**Run 1: signal wires by layer**

(4 px per µm)
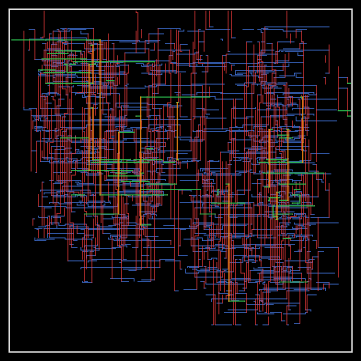
**Run 1: clock distribution**

(3 px per µm)
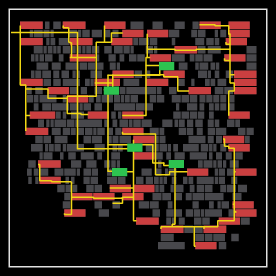
**Run 1: M4 wires**

(4 px per µm) Cells faint in the background.
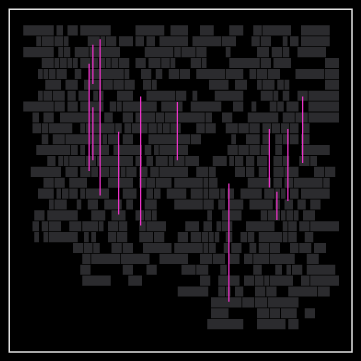
==> config.mk <==
export PLATFORM = sky130hd
export DESIGN_NAME = key_debounce
export DESIGN_NICKNAME = d
export VERILOG_FILES = /design/src/rtl/key_debounce.sv
export SDC_FILE = /design/constraint.sdc
export NUM_CORES = 1
export LEC_CHECK = 0
export CAP_MARGIN = 20
export CORE_MARGIN = 3
export CORE_UTILIZATION = 45
export CTS_CLUSTER_DIAMETER = 80
export DETAILED_ROUTE_END_ITERATION = 8
export PLACE_DENSITY_LB_ADDON = 0.2
export RECOVER_POWER = 25
export SYNTH_ARGS = -nofsm -noshare
export SYNTH_HDL_FRONTEND = slang
export SYNTH_SLANG_ARGS = --single-unit
==> constraint.sdc <==
create_clock -name clk_50 -period 1.8 [get_ports clk_50]
set_clock_uncertainty 0.15 [all_clocks]
set_input_delay 0.36 -clock clk_50 [delete_from_list [all_inputs] [get_ports clk_50]]
set_output_delay 0.36 -clock clk_50 [all_outputs]
set_load 0.005 [all_outputs]
==> results.json, run 1 <==
{
  "rsz0062_at_grt": "true",
  "fp_util_pct": 47.01,
  "top_cell": "dfxtp_1",
  "ys.flop_type": "dfxtp_1",
  "p_leak_nw": 1.483,
  "max_stage_delay_ns": 0.38,
  "via_per_inst": 6.018,
  "sh_comb_area_pct": 47.63,
  "min_path_cells": 1,
  "inv_count": 13,
  "violations": "negative setup slack",
  "yosys.area.top_type": "dfxtp_1",
  "hp-class": "reg2reg",
  "endpoint_kind": "flop",
  "fp-row-count": 28,
  "yosysTopAreaCellShare_pct": 38.16,
  "postPlaceCellArea_um2": 3382,
  "finalSetupViolCount": 7,
  "layout_setup_ws_ns": -0.01468,
  "final-nonclk-buf-share_pct": 17.31,
  "logic_gate_count": 258,
  "logic_area_um2": 1824,
  "clk_pin_slew_ns": 0.10,
  "cts_root_buf": "clkbuf_8",
  "rrSetupSlack_ns": -0.01,
  "path_max_fanout": 5,
  "grt_overflow": 0,
  "hold_viol_final": 0,
  "ys_async_sr_fraction_pct": 0,
  "first_iter_violations": 170,
  "drive_above_1_share_pct": 37.26,
  "fin_tns_setup_ns": -0.06530,
  "top_cells_by_count": "dfxtp_1 (54), nand2_1 (29), nor2_1 (28)",
  "mux_share_pct": 0.3534,
  "maxSlewHeadroom_pct": 63.65,
  "cts.sinks": 54,
  "clk_share_pct": 2.189,
  "area_growth_pct": 35.20,
  "numCtsBuffers": 5,
  "status": "finished, violations left"
}
Back to the opening pictures, 'signal wires by layer':
Blue stands for met1, wire length 3,310 µm. Orange stands for met4, wire length 239 µm. Red stands for met2, wire length 4,160 µm. Green stands for met3, wire length 361 µm.
routed via count: 2,955
WL final: 8073 µm
WL per Instance: 16.44 µm
GRT Total Usage: 21.21%

Back to the opening pictures, 'clock distribution':
Red stands for flip-flops, count 54. Yellow stands for clock wires, length 676 µm. Green stands for cells driving clock nets, count 5.
Position of the flops: all over the die.
Clock net power: 0.675 mW
clk ins delay skew pair: 0.31 ns

Back to the opening pictures, 'M4 wires':
The longest straight run is 38.8 µm. The layer carries 239 µm of wire. The wires run mostly vertical.

-- run 1: layer usage --
layer | up-vias | global-route usage, % | share of wire, %
li1 | 1419 | - | -
met1 | 1407 | 25.49 | 41
met2 | 103 | 37.71 | 52
met3 | 26 | 4.272 | 4.5
met4 | 0 | 6.763 | 2.9
met5 | - | 0 | 0
-- run 1: report_power, final --
group,switching (mW),internal (mW)
combinational,0.0764,0.0639
clock,0.409,0.267
sequential,0.0116,1.20
-- run 1: cells by family (layout without fill, tap and decap cells) --
| logic type | after synthesis | in the layout |
|---|---|---|
| compound gates | 114 | 116 |
| xor+xnor | 7 | 7 |
| fa+ha+maj | 4 | 4 |
| buf+inv | 36 | 104 |
| flops | 54 | 54 |
| mux | 1 | 1 |
| other cells | 1 | 2 |
| simple gates | 128 | 128 |
==> run 1 -> run 2 <==
CORE_ASPECT_RATIO = 1.25   (was unset)
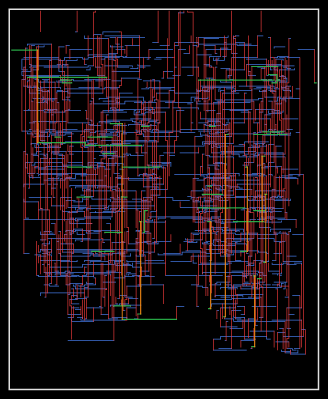
**Above:** run 2 (signal wires by layer).
(4 px per µm)
Blue stands for met1, wire length 3,180 µm. Red stands for met2, wire length 4,330 µm. Green stands for met3, wire length 208 µm. Orange stands for met4, wire length 235 µm.
WL per Instance: 15.69 µm
routed via count: 2,918
GRT Total Usage: 22.03%

==> run 2 against run 1 <==
Net effect: the run still ends with negative setup slack left; total power is 10% higher; global-route usage rose by 0.82 points; sequential cell count stayed put; clock-buffer cell count did not move; critical path type unchanged; die area is essentially flat; sequential power hardly changed; cell count rose by 3.3%.
==> results.json, run 2 <==
{
  "min_path_cells": 1,
  "violations": "negative setup slack",
  "layout_setup_ws_ns": -0.03375,
  "hold_viol_final": 0,
  "fp-row-count": 31,
  "numCtsBuffers": 5,
  "status": "finished, violations left",
  "dr_wl_met2_um": 4328,
  "fp_util_pct": 47.73,
  "totalWireLength_um": 7953,
  "logic_area_um2": 1785,
  "use_met2_pct": 42.73,
  "met1_usage_pct": 23.19,
  "fin_tns_setup_ns": -0.1653,
  "drive_above_1_share_pct": 37.41,
  "finalSetupViolCount": 10,
  "combPwrFrac_pct": 6.2,
  "max_stage_delay_ns": 0.38,
  "wl_met1_um": 3182,
  "endpoint_kind": "flop",
  "yosys.area.top_type": "dfxtp_1",
  "area_growth_pct": 38.47,
  "intPower_mw": 1.695
}
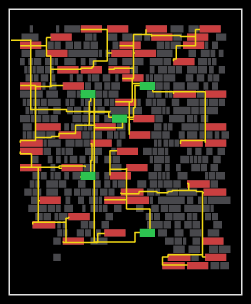
**Above:** run 2 (clock distribution).
(3 px per µm)
Yellow stands for clock wires, length 707 µm. Red stands for flip-flops, count 54. Green stands for cells driving clock nets, count 5.
Position of the flops: all over the die.
Clock net power: 0.880 mW
clock power share: 39.4%
clk ins delay skew pair: 0.32 ns

[run 2: cell count changes in the layout (fill, tap and decap cells not counted), moves of 3 or more]
| cell | previous run | this run |
|---|---|---|
| o21ai_2 | 2 | 6 |
| dfxtp_2 | 16 | 12 |
| buf_6 | 6 | 12 |
| buf_4 | 67 | 71 |
| dfxtp_1 | 35 | 41 |
| and3_1 | 6 | 3 |
[run 2: layout make-up]
class / instances / share of cell area (%)
Clock buffer: 5 / 1.754
Clock inverter: 3 / 1.244
Inverter: 13 / 1.244
Multi-Input combinational cell: 256 / 45.52
Sequential cell: 54 / 28.04
Tap cell: 82 / 2.616
Timing Repair Buffer: 94 / 19.59
Power is estimated from default activity; no workload was simulated.
